File: config.mk
export PLATFORM = sky130hd
export DESIGN_NAME = sum_averager
export DESIGN_NICKNAME = d
export VERILOG_FILES = /design/src/rtl/sum_averager_pkg.sv /design/src/rtl/sum_avg_outreg.sv /design/src/rtl/sum_averager.sv
export SDC_FILE = /design/constraint.sdc
export NUM_CORES = 1
export LEC_CHECK = 0
export CAP_MARGIN = 20
export CORE_ASPECT_RATIO = 1.2
export CORE_MARGIN = 8
export CORE_UTILIZATION = 53
export CTS_CLUSTER_SIZE = 24
export DETAILED_ROUTE_END_ITERATION = 10
export PLACE_DENSITY_LB_ADDON = 0.08
export SYNTH_ARGS = -nofsm -noshare
export SYNTH_HDL_FRONTEND = slang
export SYNTH_HIERARCHICAL = 1
export SYNTH_SLANG_ARGS = --single-unit
File: constraint.sdc
create_clock -name clk -period 2.56 [get_ports clk]
set_input_delay 0.512 -clock clk [delete_from_list [all_inputs] [get_ports clk]]
set_output_delay 0.512 -clock clk [all_outputs]
set_load 0.02 [all_outputs]
File: src/rtl/sum_averager_pkg.sv
// sum_averager_pkg
// Shared definitions for the sum averager and later stages that consume the
// adder's output.
//   SUM_W   : width of the 4-input adder's sum, also the default sample width
//   state_t : block-fill state encoding
package sum_averager_pkg;

   localparam int SUM_W = 15;

   typedef enum logic {
      FILL = 1'b0,
      LAST = 1'b1
   } state_t;

endpackage : sum_averager_pkg

File: src/rtl/sum_avg_outreg.sv
// sum_avg_outreg
// One-entry output register with a valid/ready handshake. A new value may be
// loaded whenever the slot is empty or is being drained in the same cycle.
// Ports:
//   clk, rst_n : clock, async active-low reset
//   load       : capture load_data this cycle (caller honours can_load)
//   load_data  : value to capture
//   out_ready  : sink consumes out_data this cycle
//   out_data   : held result
//   out_valid  : out_data holds an unconsumed result
//   can_load   : slot free or draining now (combinational on out_ready)
module sum_avg_outreg #(
   parameter int W = 15
) (
   input  logic         clk,
   input  logic         rst_n,
   input  logic         load,
   input  logic [W-1:0] load_data,
   input  logic         out_ready,
   output logic [W-1:0] out_data,
   output logic         out_valid,
   output logic         can_load
);

   assign can_load = !out_valid || out_ready;

   always_ff @(posedge clk or negedge rst_n) begin
      if (!rst_n) begin
         out_data  <= '0;
         out_valid <= 1'b0;
      end else begin
         if (load) begin
            out_data  <= load_data;
            out_valid <= 1'b1;
         end else if (out_ready) begin
            out_valid <= 1'b0;
         end
      end
   end

endmodule : sum_avg_outreg

File: src/rtl/sum_averager.sv
// sum_averager
// Averages fixed blocks of 2^LOG2_N consecutive valid adder sums and presents
// the truncated mean through a one-entry valid/ready output register.
// Ports:
//   clk, rst_n          : clock, async active-low reset
//   in_valid, in_data   : sample input
//   in_ready            : sample accepted when in_valid && in_ready
//   out_data, out_valid : mean of the last completed block, handshake valid
//   out_ready           : sink takes out_data
//   block_cnt           : completed blocks since reset, wrapping
//
// state | meaning
// FILL  | idx < N-1, accumulating; never back-pressured
// LAST  | idx == N-1, final sample waits for a free output slot
module sum_averager
   import sum_averager_pkg::*;
#(
   parameter int IN_W   = SUM_W,
   parameter int LOG2_N = 2,
   parameter int CNT_W  = 8
) (
   input  logic             clk,
   input  logic             rst_n,
   input  logic             in_valid,
   input  logic [IN_W-1:0]  in_data,
   output logic             in_ready,
   output logic [IN_W-1:0]  out_data,
   output logic             out_valid,
   input  logic             out_ready,
   output logic [CNT_W-1:0] block_cnt
);

   // N samples of IN_W bits sum to at most IN_W+LOG2_N bits, so no overflow.
   localparam int ACC_W = IN_W + LOG2_N;
   localparam logic [LOG2_N-1:0] LAST_IDX = '1;

   state_t            state;
   logic [ACC_W-1:0]  acc;
   logic [ACC_W-1:0]  sum_next;
   logic [LOG2_N-1:0] idx;
   logic [LOG2_N-1:0] idx_inc;
   logic [IN_W-1:0]   mean;
   logic              can_load;
   logic              accept;
   logic              load;

   assign sum_next = acc + ACC_W'(in_data);
   // Dropping the low LOG2_N bits is the divide-by-N, truncating toward zero.
   assign mean     = sum_next[ACC_W-1:LOG2_N];
   assign idx_inc  = idx + LOG2_N'(1);

   assign in_ready = (state == FILL) || can_load;
   assign accept   = in_valid && in_ready;
   assign load     = accept && (state == LAST);

   always_ff @(posedge clk or negedge rst_n) begin
      if (!rst_n) begin
         state     <= FILL;
         acc       <= '0;
         idx       <= '0;
         block_cnt <= '0;
      end else if (accept) begin
         case (state)
            FILL: begin
               acc   <= sum_next;
               idx   <= idx_inc;
               state <= (idx_inc == LAST_IDX) ? LAST : FILL;
            end
            LAST: begin
               acc       <= '0;
               idx       <= '0;
               state     <= FILL;
               block_cnt <= block_cnt + CNT_W'(1);
            end
            default: state <= FILL;
         endcase
      end
   end

   sum_avg_outreg #(
      .W (IN_W)
   ) u_outreg (
      .clk       (clk),
      .rst_n     (rst_n),
      .load      (load),
      .load_data (mean),
      .out_ready (out_ready),
      .out_data  (out_data),
      .out_valid (out_valid),
      .can_load  (can_load)
   );

endmodule : sum_averager

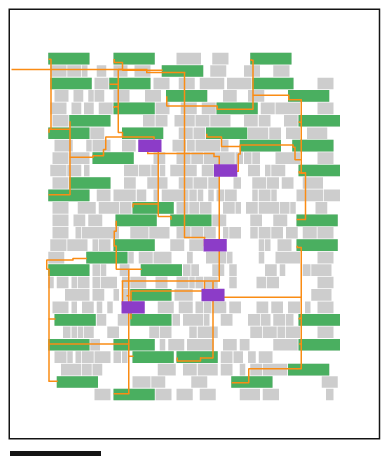
*Clock network drawn from the DEF, run 1*
Scale bar: 20 um.
purple -> clock drivers  # count 5
orange -> clock wires  # length 618 um
green -> flip-flops  # count 44
routed clock nets = 6
clock power share: 10.0%
Clk power: 443 uW
Latency at later pin: 300 ps

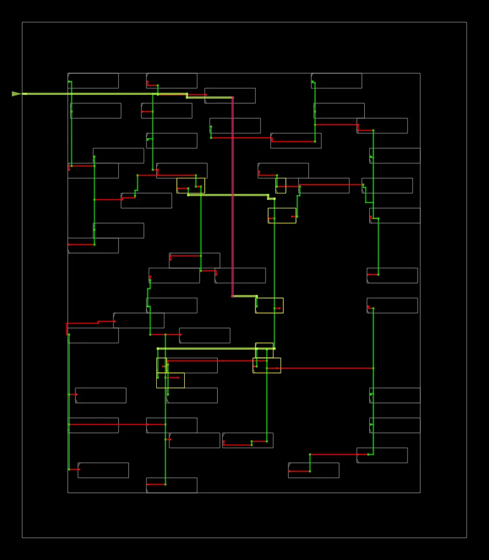
*Clock nets, run 1*
CTS Buf Count: 5
flip-flops: 44
Max Clock Skew: 7.16 ps
clock buf count: 5
CTS sink cnt: 44

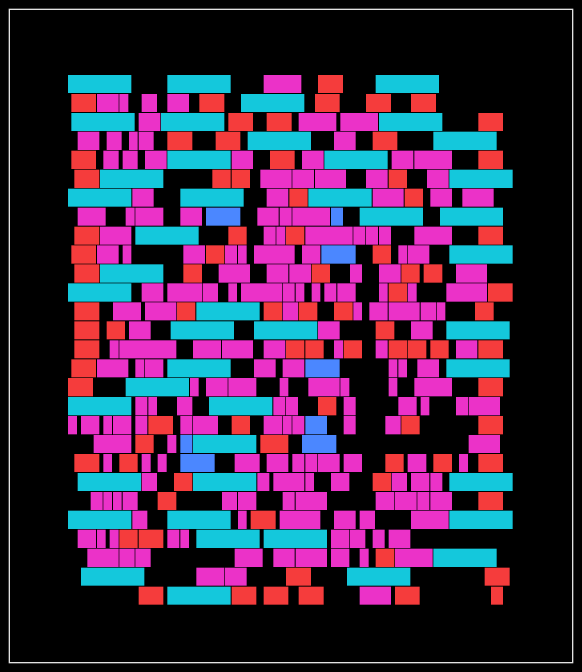
*Placed cells, one color a class, run 1*
magenta -> combinational and other logic  # cells 191
cyan -> flops  # cells 44
blue -> clock drivers and dummy loads  # cells 8
red -> other buffers and delay cells  # cells 83
Core Util, Final: 71.9%
Seq/total area: 31.5%

==> flow_summary_export.csv, run 1 <==
group,metric,value,unit
floorplanning,coreArea,4870,sq um
run_status,outcome,"completed",
placed_design,hpwlAfterDp,4.82,mm
detailed_routing,route.met3.wl,222,um
finish,drive_gt1_share,25.8,%
grt,grt.busiest_layer,"met2",
critical_path,crit_path_end,"u_outreg/out_data[14]",
sta,tightest_slew,619,ps
critical_path,r2r_cells,8,
finish,syn_to_final_growth,31.6,%
critical_path,r2r_setup_slack,400,ps
flow_run,maxCapViolCount,0,
sta,tns,0,ps
pwr,vdd_drop_max,0.676,mV
clock_tree,clockBufferDepth,2,
finish,largest_register_ff_count,17,
synth,synth-xor-area-share,7.53,%
synth,flop_cell,"dfrtp_1",
clock_tree,cts_tree,"built",
pwr,power,4.42,mW
finish,nonClockInverterCount,5,
placed_design,dp_slack,-292,ps
pwr,powerDensity,1260,nW/um^2
finish,nFillCells,399,
placed_design,place_inst,377,
critical_path,path_class,"input port to flip-flop",
finish,seq_area,1100,sq um
critical_path,crit_path_max_incr_delay,470,ps
critical_path,worst_r2r_startpoint,"acc[1]",
grt,grt_pass1_vias,2168,
floorplanning,dieHeight,93.6,um
grt,grtUsageTotal,17.1,%
synth,syn_inst,245,
flow_run,tool_warnings,26,
placed_design,place_area,3390,sq um
synth,muxShareOfSynthArea,8.42,%
grt,grt.overflow.total,0,
pwr,pwr-share-comb,62.3,%
finish,stdcell_area,3500,sq um
grt,grt_util_met1,21.1,%
sta,maxSlewViolCount,0,
finish,comb-cell-share,42.5,%
synth,synth.logic.top_family,"AND-OR/OR-AND gates",
finish,largestRegisters,"acc (17), u_outreg/out_data (15), block_cnt (8)",
finish,regMostFlops,"acc",
critical_path,critPathMaxFanout,4,
grt,antenna_found_initial,0,
critical_path,critPathBufInv,2,
pwr,p_int,2.64,mW
floorplanning,die_x,80.7,um
clock_tree,cts_max_level,2,
sta,finalHoldViolations,0,
floorplanning,io_pins,44,
critical_path,crit_path_end_kind,"flip-flop",
finish,largestClassByArea,"multi-input combinational cells",
pwr,p_leak,1.60,nW
finish,logic_area,1490,sq um
grt,grt_pass1_wl,10.2,mm
synth,ys_sh_simple,12.8,%
synth,ys_ff,44,
placed_design,gp_congestion,0.846,
pwr,p_sw,1.78,mW
synth,ys_seq_share,41.4,%
critical_path,cp-start-kind,"input port",
grt,grt.met2_usage,28.5,%
finish,diodes,0,
floorplanning,num_tap_cells,60,
synth,synth.avg_cell_area,10.9,sq um
floorplanning,dieArea,7550,sq um
sta,finalSetupViolCount,0,
finish,layout.nets,362,
synth,ys_area,2660,sq um
synth,synth-warning-count,6,
synth,yosys-stat-cells,245,
run 1: power groups by stage:
stage | clock network, mW | registers, mW | logic (mW)
floorplan | 0 | 1.37 | 1.56
global placement | 0 | 1.22 | 2.69
detailed placement | 0 | 1.23 | 2.75
CTS | 0.457 | 1.23 | 2.76
global route | 0.487 | 1.26 | 3.00
finish | 0.443 | 1.22 | 2.75
run 1: placed cells by master (no fill, tap or decap), types with 6 or more instances in the layout:
| cell type | n |
|---|---|
| mux2_2 | 7 |
| nor2_1 | 9 |
| o21ai_1 | 6 |
| xor2_1 | 8 |
| mux2_4 | 9 |
| a22o_1 | 10 |
| nand2b_1 | 6 |
| clkdlybuf4s50_1 | 42 |
| xnor2_1 | 13 |
| dfrtp_1 | 44 |
| nand2_1 | 27 |
| nand4_1 | 7 |
| ha_1 | 16 |
| buf_4 | 39 |
| a21oi_1 | 11 |
run 1: cells by family (layout without fill, tap and decap cells):
kind of cell / after synthesis / after routing
simple gates: 68 / 68
compound gates: 61 / 61
flops: 44 / 44
xor+xnor: 22 / 22
fa+ha+maj: 18 / 18
mux: 17 / 17
buf+inv: 15 / 96
run 1: cells in the mapped netlist, types with 5 or more instances:
cell	instances	area, sq um
a22o_1	10	87.6
dfrtp_1	44	1100
ha_1	17	213
nand2_1	27	101
mux2_4	9	135
nand2b_1	7	43.8
inv_1	5	18.8
nand4_1	7	43.8
nand3_1	5	25.0
o21ai_1	7	35.0
buf_2	5	25.0
xor2_1	8	70.1
o21ai_0	5	25.0
nor2_1	9	33.8
xnor2_1	13	114
mux2_2	7	78.8
a21oi_1	11	55.1
run 1: what timing repair did:
| item | 4_1_cts | 5_1_grt |
|---|---|---|
| resized | 0 | 4 |
| setup buffers | 0 | 1 |
| hold buffers | 0 | 0 |
| endpoints found under the setup margin | 0 | 4 |
==> run 1 -> run 2 <==
- CTS_CLUSTER_DIAMETER: not set -> 200
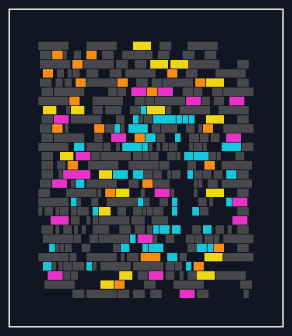
*Logic cells by family, run 2*
yellow -> multiplexers  # cells 17
cyan -> inverting AOI/OAI gates  # cells 43
orange -> XOR/XNOR gates  # cells 22
magenta -> adder and majority cells  # cells 18
Comb/total area: 42.5%
fin cells: 386

==> run 2 against run 1 <==
Effect of this change: sequential share of layout area unchanged; largest cell class unchanged; non-clock buffer count unchanged; count of clock-buffer cells in the layout unchanged; area after synthesis unchanged; worst hold slack unchanged; largest power group unchanged; power unchanged; combinational power about the same.
==> flow_summary_export.csv, run 2 <==
group,metric,value,unit
critical_path,r2r_cells,8,
grt,grt_pass1_wl,10.2,mm
placed_design,place_inst,377,
sta,finalSetupViolCount,0,
synth,ys_ff,44,
synth,synthTopCellsByArea,"dfrtp_1 (41%), ha_1 (8.0%), mux2_4 (5.1%), xnor2_1 (4.3%), nand2_1 (3.8%)",
synth,ys_seq_share,41.4,%
pwr,power,4.42,mW
run_status,outcome,"completed",
finish,layout.nets,362,
grt,grtUsageTotal,17.1,%
synth,flop_cell,"dfrtp_1",
sta,finalHoldViolations,0,
clock_tree,clk_pin_slew_worst_paths,90,ps
critical_path,cp-start-kind,"input port",
pwr,clkPwrFrac,10.0,%
clock_tree,cts_max_level,2,
clock_tree,clockBufferDepth,2,
synth,yosys-stat-cells,245,
critical_path,path_class,"input port to flip-flop",
pwr,pg_clk,443,uW
synth,most_common_cell,"dfrtp_1",
critical_path,critPathMaxFanout,4,
synth,common_cells,"dfrtp_1 (44), nand2_1 (27), ha_1 (17)",
placed_design,dp_slack,-292,ps
grt,grt.overflow.total,0,
pwr,power-top-group,"combinational cells",
pwr,pg_seq,1.22,mW
finish,syn_to_final_growth,31.6,%
clock_tree,ctsHoldBuffers,0,
pwr,p_leak,1.60,nW
pwr,powerDensity,1260,nW/um^2
sta,tightest_slew,619,ps
placed_design,hpwlAfterDp,4.82,mm
finish,largest_register_ff_count,17,
finish,regMostFlops,"acc",
sta,finClkSkew,7.16,ps
finish,largestRegisters,"acc (17), u_outreg/out_data (15), block_cnt (8)",
finish,final_cell_mix,"dfrtp_1 (44), clkdlybuf4s50_1 (42), buf_4 (39), nand2_1 (27), ha_1 (16)",
pwr,vdd_drop_max,0.676,mV
floorplanning,dieArea,7550,sq um
clock_tree,cts_sinks,44,
clock_tree,cts_buffers,5,
floorplanning,io_pins,44,
critical_path,crit_path_end_kind,"flip-flop",
pwr,pwr-share-comb,62.3,%
synth,post-synth-top-area-cell,"dfrtp_1",
sta,tns,0,ps
finish,drive_gt1_share,25.8,%
critical_path,worst_r2r_startpoint,"acc[1]",
clock_tree,cts_resized,0,
clock_tree,insertion_delay,300,ps
synth,synth.avg_cell_area,10.9,sq um
flow_run,maxCapViolCount,0,
floorplanning,dieHeight,93.6,um
synth,ys_area,2660,sq um
placed_design,gp_congestion,0.846,
grt,grt_pass1_vias,2168,
synth,top_area_share,41.4,%
synth,syn_inst,245,
pwr,p_sw,1.78,mW
floorplanning,coreArea,4870,sq um
finish,lay_top_count,"dfrtp_1",
finish,stdcell_area,3500,sq um
clock_tree,postCtsSetupBuffers,0,
finish,fin_util,71.9,%
pwr,p_int,2.64,mW
grt,antenna_found_initial,0,
floorplanning,die_x,80.7,um
## run 2: worst max-delay path by stage
stage               startpoint                    end  slack (ps)
floorplan           in_data[0]  u_outreg/out_data[14]         310
global placement    in_data[0]  u_outreg/out_data[14]        -240
detailed placement  in_data[0]  u_outreg/out_data[14]        -290
CTS                 in_data[0]  u_outreg/out_data[14]          30
global route        in_data[1]  u_outreg/out_data[13]          -3
finish              in_data[0]  u_outreg/out_data[14]          70
## run 2: kinds of logic (layout without fill, tap and decap cells)
kind of cell | after synthesis | after routing | synth area share [%]
AND/OR/NAND/NOR | 68 | 68 | 12.8
AND-OR/OR-AND | 61 | 61 | 17.9
flip-flops | 44 | 44 | 41.4
XOR/XNOR | 22 | 22 | 7.53
adder cells (fa/ha/maj) | 18 | 18 | 8.75
multiplexers | 17 | 17 | 8.42
buffers and inverters | 15 | 96 | 3.25
## run 2: worst max-delay path, stage by stage
cell and delay [ps]:
clkdlybuf4s50_1 470, ha_2 180, inv_1 50, fa_2 350, nand2b_4 160, a21oi_4 200
o21ai_2 90, a21oi_1 160, o21a_1 170, xor2_1 70, mux2_2 260
## run 2: routing by layer
layer / global-route usage [%] / vias up / wire length (um)
li1: - / 1046 / -
met1: 21.1 / 982 / 2750
met2: 28.5 / 39 / 3140
met3: 3.65 / 4 / 222
met4: 6.12 / 0 / 61
met5: 0 / - / 0
## run 2: layout make-up
| type | instances | area [sq um] |
|---|---|---|
| Clock buffer | 5 | 68.8 |
| Multi-Input combinational cell | 186 | 1490 |
| Sequential cell | 44 | 1100 |
| Clock inverter | 3 | 18.8 |
| Timing Repair Buffer | 83 | 729 |
| Fill cell | 399 | 1370 |
| Inverter | 5 | 18.8 |
| Tap cell | 60 | 75.1 |
### Clock nets, run 2

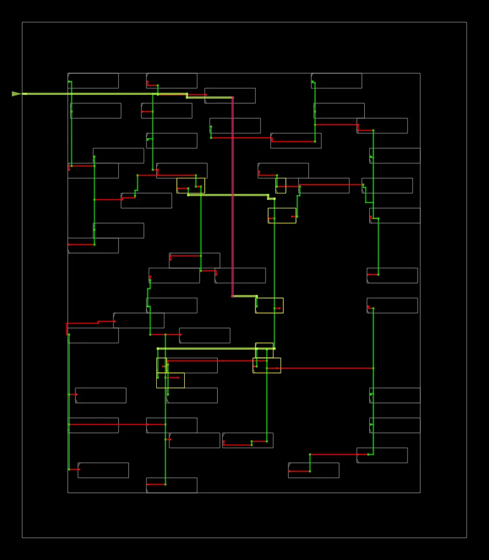

==> run 2 -> run 3 <==
- GPL_ROUTABILITY_DRIVEN: not set -> 0
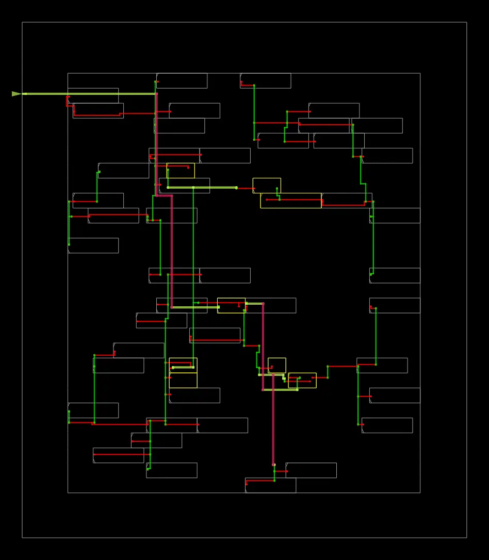
*Clock nets, run 3*
Clk power: 573 uW
Max Clock Skew: 3.95 ps
clock buf count: 6

==> run 3 against run 2 <==
Effect of this change: setup slack better by 29 ps; critical path depth unchanged; clock skew decreased by 3.2 ps; die size unchanged; area after synthesis is the same; final cell count decreased by 0.26%; synthesized cell count is the same; sequential power hardly changed; combinational power hardly changed; register-to-register slack about the same; largest cell class unchanged.
==> flow_summary_export.csv, run 3 <==
group,metric,value,unit
run_status,outcome,"completed",
synth,ys_area,2660,sq um
grt,grt.busiest_layer,"met2",
finish,stdcell_area,3520,sq um
synth,most_common_cell,"dfrtp_1",
detailed_routing,top_layer,"met4",
critical_path,r2r_setup_slack,400,ps
synth,flop_cell,"dfrtp_1",
pwr,p_leak,1.62,nW
placed_design,hpwlAfterDp,4.68,mm
critical_path,critPathMaxFanout,3,
clock_tree,cts_sinks,44,
clock_tree,ctsHoldBuffers,0,
grt,antenna_found_initial,0,
placed_design,place_inst,376,
clock_tree,cts_resized,0,
grt,grt_util_met1,21.6,%
synth,synthTopCellsByArea,"dfrtp_1 (41%), ha_1 (8.0%), mux2_4 (5.1%), xnor2_1 (4.3%), nand2_1 (3.8%)",
floorplanning,coreArea,4870,sq um
finish,drive_gt1_share,25.2,%
synth,post-synth-top-area-cell,"dfrtp_1",
clock_tree,cts_buffers,5,
placed_design,place_area,3380,sq um
synth,top_area_share,41.4,%
clock_tree,insertion_delay,300,ps
flow_run,maxCapViolCount,0,
synth,syn_inst,245,
grt,grt_pass1_wl,10.3,mm
grt,grt_pass1_vias,2167,
synth,ys_ff,44,
sta,finalSetupViolCount,0,
grt,grt.overflow.total,0,
synth,yosys-stat-cells,245,
synth,synth.avg_cell_area,10.9,sq um
critical_path,cp-start-kind,"input port",
finish,layout.nets,361,
finish,syn_to_final_growth,32.5,%
sta,finalHoldViolations,0,
floorplanning,dieHeight,93.6,um
critical_path,crit_path_end_kind,"flip-flop",
detailed_routing,dr_wl_met2,3.02,mm
clock_tree,cts_tree,"built",
flow_run,tool_warnings,26,
[run 3: cell families after synthesis]
kind of cell               Yosys count  synth area share [%]
muxes                               17                  8.42
buffers and inverters               15                  3.25
xor gates and xnor gates            22                  7.53
and+or+nand+nor                     68                  12.8
adders and majority gates           18                  8.75
DFF                                 44                  41.4
AOI/OAI and AO/OA                   61                  17.9
[run 3: area by class of cell]
class	count	area (sq um)	area share (%)
Timing Repair Buffer	82	722	20.5
Multi-Input combinational cell	186	1490	42.2
Sequential cell	44	1100	31.3
Clock buffer	6	82.6	2.34
Inverter	5	18.8	0.533
Clock inverter	2	38.8	1.10
Tap cell	60	75.1	2.13
[run 3: where the power goes]
part / switching, mW / total [mW] / internal, mW
Combinational: 1.32 / 2.74 / 1.42
Clock: 0.253 / 0.573 / 0.319
Sequential: 0.219 / 1.22 / 1.00
Total: 1.79 / 4.53 / 2.74
[run 3: through the flow]
step / power (mW) / setup WS [ps] / hold WS, ps
after floorplan: 2.93 / 305 / 216
after global placement: 3.87 / -238 / 460
after detailed placement: 3.95 / -307 / 474
after CTS: 4.54 / 2.45 / 190
after global routing: 4.86 / -11.0 / 198
final: 4.53 / 99.4 / 181
[run 3: worst max-delay path: stages]
cell and delay (ps):
clkdlybuf4s50_1 460, ha_1 160, inv_1 50, fa_2 340
nand2b_4 170, a21oi_4 190, o21ai_2 90, a21oi_1 170
o21a_1 180, xor2_1 70, mux2_2 260
[run 3: worst min-delay path by stage]
stage	from	end	slack, ps	cells after the start
2_1_floorplan	rst_n	acc[0]	220	0
3_3_place_gp	block_cnt[7]	block_cnt[7]	460	1
3_5_place_dp	acc[0]	acc[0]	470	2
4_1_cts	rst_n	u_outreg/out_data[9]	190	2
5_1_grt	rst_n	u_outreg/out_data[9]	200	2
6_report	rst_n	u_outreg/out_data[9]	180	2
Power is estimated from default activity; no workload was simulated.
